Figure 1. Where the registers sit.
Drawn at 4 px/um. Other sequential cells in the stronger grey, the rest of the logic in the fainter grey.
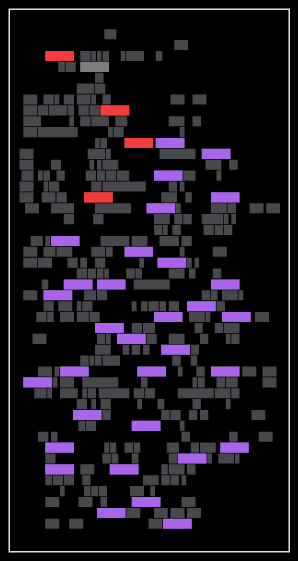
Figure 2. Clock wires, drivers and flops.
Drawn at 3 px/um.
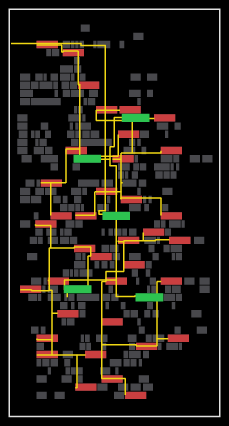
$ cat config.mk
export PLATFORM = sky130hd
export DESIGN_NAME = pipe_ctrl
export DESIGN_NICKNAME = d
export VERILOG_FILES = /design/src/rtl/pipe_ctrl_pkg.sv /design/src/rtl/mdu_timer.sv /design/src/rtl/pipe_ctrl.sv
export SDC_FILE = /design/constraint.sdc
export NUM_CORES = 1
export LEC_CHECK = 0
export CORE_ASPECT_RATIO = 2
export CORE_MARGIN = 2
export CORE_UTILIZATION = 25
export DETAILED_ROUTE_END_ITERATION = 10
export PLACE_DENSITY_LB_ADDON = 0.15
export SLEW_MARGIN = 20
export SYNTH_ARGS = -nofsm -noshare
export SYNTH_HDL_FRONTEND = slang
export SYNTH_HIERARCHICAL = 1
export SYNTH_SLANG_ARGS = --single-unit
export TNS_END_PERCENT = 1
$ cat constraint.sdc
create_clock -name clk -period 2.2 [get_ports clk]
set_input_delay 0.33 -clock clk [delete_from_list [all_inputs] [get_ports clk]]
set_output_delay 0.33 -clock clk [all_outputs]
set_load 0.01 [all_outputs]
$ cat src/rtl/pipe_ctrl_pkg.sv
// =============================================================================
// Module  : pipe_ctrl_pkg
// Brief   : Shared MDU op encodings, default latencies and FSM state type.
// Rev     : 1.0
// =============================================================================
`default_nettype none

package pipe_ctrl_pkg;

    localparam logic [1:0]  c_MDU_NONE     = 2'b00;
    localparam logic [1:0]  c_MDU_MULT     = 2'b01;
    localparam logic [1:0]  c_MDU_DIV      = 2'b10;

    localparam int unsigned c_MULT_LAT_DEF = 5;
    localparam int unsigned c_DIV_LAT_DEF  = 10;
    localparam int unsigned c_CNT_W        = 4;

    typedef enum logic [0:0] {
        S_IDLE = 1'b0,
        S_BUSY = 1'b1
    } mdu_state_e;

    // 2'b11 is reserved and never starts the unit.
    function automatic logic is_mdu_start_op(input logic [1:0] op);
        return (op == c_MDU_MULT) || (op == c_MDU_DIV);
    endfunction

endpackage

`default_nettype wire

$ cat src/rtl/mdu_timer.sv
// =============================================================================
// Module  : mdu_timer
// Brief   : MDU busy countdown; accepts a start only when idle and no Req.
// Rev     : 1.0
// =============================================================================
`default_nettype none

module mdu_timer
    import pipe_ctrl_pkg::*;
#(
    parameter int unsigned MULT_LAT = c_MULT_LAT_DEF,
    parameter int unsigned DIV_LAT  = c_DIV_LAT_DEF
) (
    input  logic       clk,
    input  logic       reset,
    input  logic [1:0] mdu_op,
    input  logic       req,
    output logic       start,
    output logic       busy,
    output logic       done
);

    localparam logic [c_CNT_W-1:0] c_MULT_LD = c_CNT_W'(MULT_LAT);
    localparam logic [c_CNT_W-1:0] c_DIV_LD  = c_CNT_W'(DIV_LAT);
    localparam logic [c_CNT_W-1:0] c_ONE     = c_CNT_W'(1);

    mdu_state_e         r_state;
    mdu_state_e         w_state_nxt;
    logic [c_CNT_W-1:0] r_count;
    logic [c_CNT_W-1:0] w_count_nxt;
    logic               w_start;

    always_ff @(posedge clk) begin
        if (reset) begin
            r_state <= S_IDLE;
            r_count <= '0;
        end else begin
            r_state <= w_state_nxt;
            r_count <= w_count_nxt;
        end
    end

    always_comb begin
        w_start     = (r_state == S_IDLE) && is_mdu_start_op(mdu_op) && !req;
        w_state_nxt = r_state;
        w_count_nxt = r_count;
        case (r_state)
            S_IDLE: begin
                if (w_start) begin
                    w_state_nxt = S_BUSY;
                    w_count_nxt = (mdu_op == c_MDU_MULT) ? c_MULT_LD : c_DIV_LD;
                end
            end
            S_BUSY: begin
                // Starts and Req are ignored here: the running op always finishes.
                w_count_nxt = r_count - c_ONE;
                if (r_count == c_ONE) begin
                    w_state_nxt = S_IDLE;
                end
            end
            default: begin
                w_state_nxt = S_IDLE;
                w_count_nxt = '0;
            end
        endcase
    end

    assign start = w_start;
    assign busy  = (r_count != '0);
    assign done  = (r_count == c_ONE);

endmodule

`default_nettype wire

$ cat src/rtl/pipe_ctrl.sv
// =============================================================================
// Module  : pipe_ctrl
// Brief   : Pipeline stall/flush control with MDU busy tracking and stall counter.
// Rev     : 1.0
// =============================================================================
`default_nettype none

module pipe_ctrl
    import pipe_ctrl_pkg::*;
#(
    parameter int unsigned MULT_LAT = c_MULT_LAT_DEF,
    parameter int unsigned DIV_LAT  = c_DIV_LAT_DEF
) (
    input  logic        clk,
    input  logic        reset,
    input  logic        Req,
    input  logic        d_stall_hzd,
    input  logic        d_uses_mdu,
    input  logic [1:0]  e_mdu_op,
    output logic        pc_en,
    output logic        ifid_en,
    output logic        ifid_flush,
    output logic        idex_flush,
    output logic        exmem_flush,
    output logic        memwb_flush,
    output logic        mdu_start,
    output logic        mdu_busy,
    output logic        mdu_done,
    output logic [31:0] stall_cnt
);

    logic        w_stall;
    logic [31:0] r_stall_cnt;

    mdu_timer #(
        .MULT_LAT (MULT_LAT),
        .DIV_LAT  (DIV_LAT)
    ) u_mdu_timer (
        .clk    (clk),
        .reset  (reset),
        .mdu_op (e_mdu_op),
        .req    (Req),
        .start  (mdu_start),
        .busy   (mdu_busy),
        .done   (mdu_done)
    );

    // An MDU user in ID must wait for a running op and for one starting in EX.
    assign w_stall = d_stall_hzd
                   | (d_uses_mdu & (mdu_busy | is_mdu_start_op(e_mdu_op)));

    // Req redirects fetch, so it wins over any stall and clears every stage.
    assign pc_en       = Req | ~w_stall;
    assign ifid_en     = Req | ~w_stall;
    assign ifid_flush  = Req;
    assign idex_flush  = Req | w_stall;
    assign exmem_flush = Req;
    assign memwb_flush = Req;

    always_ff @(posedge clk) begin
        if (reset) begin
            r_stall_cnt <= '0;
        end else if (w_stall && !Req) begin
            r_stall_cnt <= r_stall_cnt + 32'd1;
        end
    end

    assign stall_cnt = r_stall_cnt;

endmodule

`default_nettype wire

==> results.ini <==
[power_and_ir_drop]
ir_drop_uv=469.9
seqPwrFrac=0.390
pwr-share-comb=0.132
pwr_density_cell_nw_per_um2=606.3

[detailed_routing]
drt_iter0_markers=57
wirelength_um=5827
postRouteAntennaNets=0
route.detailed.drc=0
vias_per_cell=4.941

[synth]
synth_top_cell_by_area=dfxtp_1
xor_area_frac=0.01976
ys_types=47
yosysWarnings=6
top_logic_kind=simple AND/OR/NAND/NOR gates
edf_count=0
synthCells=250
async_flop_share=0
syn_area_per_cell_um2=8.613
synthesis.area_um2=2153
simple_gate_area_frac=0.3428
yosys.cell_count.top_type=dfxtp_1
yosys_area_um2=2153

[clock_tree]
cts_tree=done
clkTransAtPathRegs_ps=60
clockBufferDepth=2

[global_route]
antenna_found_initial=0
grt_pass1_vias=1973
grt_use_total=0.1278

[final_layout]
antenna_cells=0
design_area_um2=2975
fill_cells=874
nNetsFinal=318

[floorplanning]
die_h_um=135.3
design.core.area_um2=8351
die_x_um=69.63

[final_timing]
worst_pin_slew_ps=1028
max_freq_ghz=0.4731
grt_setup_unrepaired=yes
layout_setup_ws_ps=86.44

[worst_setup_path]
slowest_stage=or2_2
crit_path_end_kind=output port
max_stage_delay_ps=350
worst-r2r-setup-slack_ps=150
path_cells=inv_1 > ha_1 > nand2_1 > or2_2 > o21ai_4 > dlygate4sd2_1

[worst_hold_path]
min_path_cells=2
hold_class=flip-flop to flip-flop

[place]
post_dp_cell_area_um2=2790

[flow_run]
drv_cap=0

[outcome]
outcome=finished clean

About Figure 1:
Purple shows `stall_cnt`, flops 32. Red shows `u_mdu_timer/r_count`, flops 4.
Another 1 sequential cells are not coloured.
sequential power: 0.000703 W
Seq/total area: 0.2489
fin util: 0.3563
Reg area: 740.7 um2

About Figure 2:
Green shows clock drivers, count 5. Red shows flip-flops, count 37. Yellow shows clock wires, length 687 um.
There are 6 routed clock nets.
Worst Skew: 5.860 ps
clock power share: 0.478
Clk power: 0.000863 W

==> final timing paths <==
path                           from            end
max          u_mdu_timer/r_count[1]        ifid_en
min                    stall_cnt[5]   stall_cnt[5]
max reg2reg  u_mdu_timer/r_count[1]  stall_cnt[20]
min reg2reg            stall_cnt[5]   stall_cnt[5]
==> cell families after synthesis <==
group | after synthesis
XOR/XNOR | 4
buffers and inverters | 25
AND/OR/NAND/NOR | 128
flip-flops | 37
adder cells (fa/ha/maj) | 5
AND-OR/OR-AND | 33
multiplexers | 18
==> flip-flops by register name (all words and copies together), names as in the netlist <==
| name | flops |
|---|---|
| u_mdu_timer/r_state | 1 |
| stall_cnt | 32 |
| u_mdu_timer/r_count | 4 |
==> final cells by class <==
| class | instances | area, um2 | area share |
|---|---|---|---|
| multi-input combinational | 188 | 1285 | 0.4319 |
| inverter | 6 | 22.52 | 0.007569 |
| tap | 98 | 122.6 | 0.04121 |
| timing repair buffer | 68 | 631.9 | 0.2124 |
| clock inverter | 1 | 30.03 | 0.01009 |
| clock buffer | 7 | 142.6 | 0.04794 |
| sequential | 37 | 740.7 | 0.2489 |
==> critical path, delay by kind of cell, from the launching register on <==
kind                     cells  cell delay (ps)
buffers and inverters        2              410
AND/OR/NAND/NOR              2              410
flip-flops                   1              330
AND-OR/OR-AND                1              210
adder cells (fa/ha/maj)      1              150
==> cell usage in the layout (no fill, tap or decap), drive strengths merged, types with 8 or more instances in the layout <==
| master | Yosys | routed |
|---|---|---|
| clkdlybuf4s50 | 0 | 40 |
| dfxtp | 37 | 37 |
| nor2 | 26 | 26 |
| buf | 13 | 22 |
| nor2b | 17 | 17 |
| mux2 | 17 | 17 |
| nand2 | 16 | 16 |
| nor4 | 13 | 13 |
| a21oi | 12 | 12 |
| nand3 | 10 | 10 |
| or4 | 8 | 8 |
| clkbuf | 6 | 8 |
==> per-layer routing <==
metal / share of wire / wire (um) / up-vias / GRT usage
li1: - / - / 1017 / -
met1: 0.40 / 2318 / 944 / 0.1331
met2: 0.55 / 3201 / 34 / 0.2415
met3: 0.036 / 208 / 6 / 0.02902
met4: 0.017 / 98 / 0 / 0.05449
met5: 0 / 0 / - / 0
==> power groups by stage <==
stage	Combinational [W]	Sequential [W]	Clock (W)
6_report	0.000238	0.000703	0.000863
5_1_grt	0.000263	0.000706	0.000903
4_1_cts	0.000244	0.000703	0.000890
3_5_place_dp	0.000242	0.000718	0
3_3_place_gp	0.000242	0.000718	0
2_1_floorplan	0.000133	0.000715	0
==> stage by stage <==
stage,std cells,hold slack (ps)
2_1_floorplan,250,392.4
3_3_place_gp,397,485.0
3_5_place_dp,397,489.8
4_1_cts,405,501.4
5_1_grt,405,521.1
6_report,405,504.4
==> what timing repair did <==
action / in CTS / in global routing
resized: 7 / 3
setup endpoints to repair: 4 / 4
endpoints found under the hold margin: 0 / 0
Power and IR drop assume default switching activity.
